Design pipe_ctrl, sky130hd; sources not shown.
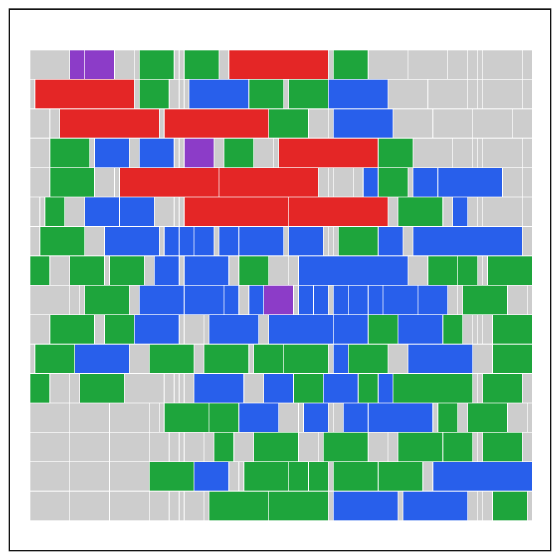
*Cell classes on the final placement, run 1*
Fill, decap, tap and diode cells in grey.
[sequential cells] red | cells: 9 | share of their area: 17%
[clock drivers and dummy loads] purple | cells: 4 | share of their area: 1.9%
[combinational and other logic] blue | cells: 54 | share of their area: 39%
[remaining buffers and delay cells] green | cells: 62 | share of their area: 42%
fin area: 1400 sq um
fraction of area in registers: 16.3%
Rows: 16
Final Core Density: 69.3%
core area: 2020 sq um

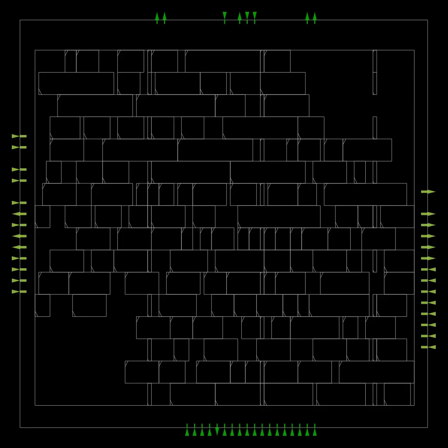
*Placement view, run 1*
Layout fillers: 153
non-filler cells, final: 156
number of sequential cells: 9
tap cells: 27

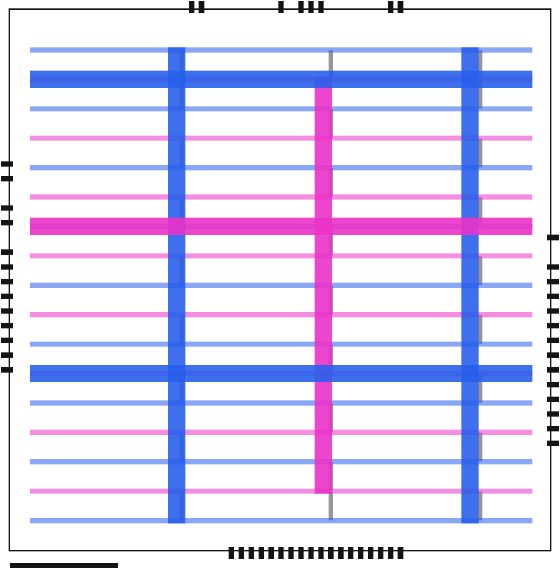
*PDN straps and rails, run 1*
Bar = 10 um. Pins as bars on the die edge. Tap cells in grey.
[VDD] magenta
[VSS] blue
met5 straps: 3
met4 straps: 3
signal pins: 53
tap cells: 27
worst vdd ir: 809 uV
Die Ht: 49.9 um

==> qor.yml, run 1 <==
status:
  status: "complete, but fails checks"
  violations: "setup timing"
finish:
  bufAreaShareNonClock_pct: 41.2
  largest_reg_flops: 4
  final_cell_mix: "buf_6, buf_4, buf_2"
  clk_share_pct: 1.88
  final_net_count: 168
  largest_cell_class: "buffers"
  regArea_sq_um: 228
  comb_share_pct: 37.5
  layout_top_cell: "buf_6"
  diodes: 0
  nNonClkInverters: 3
  non_clock_buffer_count: 62
  logic_area_sq_um: 526
  syn2layout_area_growth_pct: 127
clocking:
  holdBufCountCts: 0
  cts_tree: "done"
  clkSlewWorstSetupHoldPaths_ps: 60
  clk_latency_ps: 260
  htreeDepth: 1
  numCtsBuffers: 3
  clkSinkCount: 9
  clock-root-buffer: "clkbuf_4"
  cts_resized: 187
pwr:
  leakage_uw: 0.000660
  power_frac_seq_pct: 25.5
  p_int_uw: 889
  power_frac_comb_pct: 61.9
  swShare_pct: 39.7
  p_switching_uw: 585
  power.density_nw_per_um2: 1050
synth:
  synth_cell_type_count: 26
  most_common_cell: "nor2_1"
  common_cells: "nor2_1, xnor2_1, dfrtp_1"
  synth.cellmix.simpleShare_pct: 33.9
  synthAoiAreaFrac_pct: 9.94
  xor_area_share_pct: 11.4
  synth-area-yosys_sq_um: 617
  ys_ff: 9
  ys_sh_mux_pct: 5.48
  synthArstFlopShare_pct: 100
  largest_area_cell: "dfrtp_1"
  ys_seq_share_pct: 36.9
  netlist_instances: 64
  ys_sh_adder_pct: 0
  synth-edff-count: 0
  synth_top_area_share_pct: 28.4
  syn_avg_cell_area_sq_um: 9.64
global_route:
  grt_pass1_wl_mm: 3.53
  top_usage_layer: "met2"
  grt_max_degree: 10
  overflow: 0
  grt_use_met2_pct: 34.0
  met1_usage_pct: 20.0
  antenna_found_initial: 0
route:
  drt_pass1_iterations: 4
  wl_met2_mm: 1.23
  vias: 775
  dr_wl_met3_um: 148
  routed_wl_mm: 2.26
  drc: 0
  highest_layer: "met4"
  viasPerCell: 4.97
  wire_per_inst_um: 14.5
critical_path:
  critPathSlowestCell: "or3_4"
  cp.required_ps: 1200
  critical-path-top-delay-family: "simple AND/OR/NAND/NOR gates"
  startpoint_type: "primary input"
  slowest_delay_ps: 370
  criticalPathCategory: "primary input to output port"
  path_cells: "buf_6 -> and4bb_1 -> or3_4 -> a21oi_1 -> nor2_1 -> buf_4"
  cp-end-kind: "output port"
  crit_fanout: 4
  cp.depth: 6
timing:
  setup_viol: 10
  setup_ws_ps: -152
  hold_viol: 0
  max_freq_mhz: 605
  fin_skew_ps: 4.23
  max_slew.worst_pin.slew_ps: 376
min_path:
  hp-class: "primary input to register"
  min_path_cells: 3
placed_design:
  gp_congestion: 0.797
  portBuffers: 52
  place_hpwl_mm: 1.59
  dpl_worst_slack_ps: -1010
floorplanning:
  ios: 53
  fp_util_pct: 30.5
job:
  warning_count: 29
run 1: power by group through the flow:
stage               Sequential [uW]  Combinational (uW)  Clock (uW)
floorplan                       415                 342           0
global placement                376                 848           0
detailed placement              375                 859           0
CTS                             373                 861         194
global route                    384                 971         201
finish                          376                 913         186
run 1: worst min-delay path, cell delays in order:
cell and delay (ps):
buf_2 110, nor2_1 80, nor2_1 40
run 1: stage by stage:
stage | setup TNS (ps) | std cells | hold WS (ps) | total power, uW | area (sq um)
after floorplan | -327 | 64 | 4.41 | 758 | 637
after global placement | -9300 | 149 | 487 | 1220 | 1240
after detailed placement | -9650 | 149 | 491 | 1230 | 1240
after CTS | -750 | 156 | 260 | 1430 | 1320
after global routing | -1170 | 156 | 280 | 1560 | 1400
final | -877 | 156 | 268 | 1470 | 1400
--- run 2 (diff from run 1) ---
--- a/config.mk
+++ b/config.mk
@@ -6,11 +6,13 @@
 export NUM_CORES = 1
 export LEC_CHECK = 0
 export CAP_MARGIN = 25
+export CORE_ASPECT_RATIO = 1.4
 export CORE_MARGIN = 1.5
 export CORE_UTILIZATION = 28
 export CTS_CLUSTER_DIAMETER = 100
 export DETAILED_ROUTE_END_ITERATION = 10
 export PLACE_DENSITY = 0.8
+export SKIP_CTS_REPAIR_TIMING = 1
 export SYNTH_ARGS = -nofsm -noshare
 export SYNTH_HDL_FRONTEND = slang
 export SYNTH_HIERARCHICAL = 1
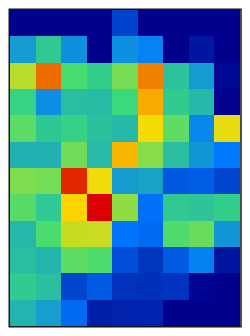
*Routed metal per tile, run 2*
The die is cut into 9 by 12 equal tiles; dark blue is low, red is high, scaled to the fullest tile. Values are wire area over tile area, all layers added.
mean over tiles: 0.14
fullest tile: 0.40
nearly empty tiles: 17%
tiles over half the peak: 26%
emptiest ninth of the die: upper right
Via Count: 742
WL final: 1.97 mm
routed length per instance: 13.5 um
GRT Util Overall: 15.9%

==> run 2 against run 1 <==
Compared with the run above:
- the flow still finishes with violations (setup timing)
- synthesized cell count unchanged
- largest cell class unchanged
- first-iteration DRC count down 60%
- design area down 1.6%
- critical path type unchanged
- routed wire length down 13%
- largest power group unchanged
- critical path depth up 1
- power down 3.5%
- critical endpoint unchanged
==> qor.yml, run 2 <==
finish:
  stdcell_area_sq_um: 1380  # -1.6%
  syn2layout_area_growth_pct: 124
  instances_no_fill: 146  # -6.4%
  fill_cells: 170  # +11%
  fin_util_pct: 68.2  # -1.1 points
  diodes: 0  # unchanged
  layout_top_cell: "dlymetal6s2s_1"
  final_cell_mix: "dlymetal6s2s_1, buf_6, nor2_1, clkbuf_2, buf_4"
  largest_reg_flops: 4  # unchanged
  final_net_count: 164  # -2.4%
critical_path:
  critical-path-top-delay-family: "simple AND/OR/NAND/NOR gates"
  cp.depth: 7  # +1
  path_cells: "buf_8 -> buf_6 -> and4bb_1 -> or3_4 -> a21oi_2 -> nor2_1 -> buf_4"
  cp-end-kind: "output port"
  slowest_delay_ps: 400  # +30 ps
  crit_fanout: 4  # unchanged
  criticalPathCategory: "primary input to output port"
  cp.required_ps: 1200  # about the same
  startpoint_type: "primary input"
  critPathSlowestCell: "or3_4"
synth:
  synth_top_area_share_pct: 28.4  # unchanged
  synth-area-yosys_sq_um: 617  # unchanged
  most_common_cell: "nor2_1"
  ys_seq_share_pct: 36.9  # unchanged
  netlist_instances: 64  # unchanged
  syn_avg_cell_area_sq_um: 9.64  # unchanged
  ys_ff: 9  # unchanged
  synth_cell_type_count: 26  # unchanged
  synthArstFlopShare_pct: 100  # unchanged
  common_cells: "nor2_1, xnor2_1, dfrtp_1"
  largest_area_cell: "dfrtp_1"
  synth-edff-count: 0  # unchanged
placed_design:
  portBuffers: 52  # unchanged
  dpl_worst_slack_ps: -1030  # -23.7 ps
  place_hpwl_mm: 1.51  # -5.3%
  gp_congestion: 0.691  # -13%
  placed_cells: 142  # -4.7%
  placedInstanceArea_sq_um: 1220  # -1.2%
timing:
  fin_skew_ps: 1.15  # -3.08 ps
  setup_viol: 10  # unchanged
  maxSlewViolCount: 0
  fin_tns_setup_ps: -929  # -51.5 ps
  max_freq_mhz: 573  # -5.4%
  setup_ws_ps: -246  # -93.5 ps
  rsz0062_at_grt: "true"
  max_slew.worst_pin.slew_ps: 400  # +23.9 ps
  relSlewSlack_pct: 73.2
  hold_viol: 0  # unchanged
pwr:
  power.density_nw_per_um2: 1030  # -1.9%
  leakage_uw: 0.000819  # +24%
  p_total_uw: 1420  # -3.5%
  peakVddDrop_uv: 944  # +17%
clocking:
  clk_latency_ps: 260  # about the same
  clkSinkCount: 9  # unchanged
  htreeDepth: 1  # unchanged
  cts_tree: "done"
  numCtsBuffers: 3  # unchanged
  clock-root-buffer: "clkbuf_4"
  clkSlewWorstSetupHoldPaths_ps: 60  # about the same
route:
  dr_wl_met3_um: 305  # +110%
  highest_layer: "met4"
  wl_met2_um: 910  # -26%
  drt_pass1_iterations: 4  # unchanged
  drc: 0  # unchanged
  wl_met1_um: 722
  drtAntennaViolNets: 0
  viasPerCell: 5.08  # +2.3%
status:
  violations: "setup timing"
  status: "complete, but fails checks"
global_route:
  first_global_vias: 770
  grt_pass1_wl_mm: 3.03  # -14%
  grt_max_degree: 10  # unchanged
  met1_usage_pct: 15.8  # -4.2 points
  antenna_found_initial: 0  # unchanged
  overflow: 0  # unchanged
  top_usage_layer: "met2"
  grt_use_met2_pct: 27.5  # -6.5 points
floorplanning:
  rows: 19  # +3
  core_sq_um: 2020  # about the same
  die_y_um: 58.5  # +17%
  ios: 53  # unchanged
  fp_util_pct: 30.5  # about the same
job:
  warning_count: 28  # -3.4%
min_path:
  min_path_cells: 2  # -1
  hp-class: "primary input to register"
run 2: power breakdown:
group | total, uW | switching, uW | internal, uW
logic | 863 | 416 | 447
registers | 375 | 52.2 | 322
clock network | 185 | 82.9 | 102
total | 1420 | 551 | 872
run 2: cell families after synthesis:
kind of cell,share of synthesized area (%)
muxes,5.48
DFF,36.9
AOI/OAI and AO/OA,9.94
buffers and inverters,2.43
and+or+nand+nor,33.9
xor gates and xnor gates,11.4
run 2: area by class of cell:
class	count	area (sq um)	share of cell area (%)
Inverter	3	11.3	0.817
Timing Repair Buffer	58	589	42.7
Tap cell	21	26.3	1.91
Clock buffer	4	26.3	1.91
Multi-Input combinational cell	51	497	36.0
Sequential cell	9	229	16.6
run 2: worst reg2reg max path: stages (launching register included):
cell and delay [ps]:
dfrtp_2 450, nor2_1 120, and4b_2 310, mux2_4 310
Power is estimated from default activity; no workload was simulated.
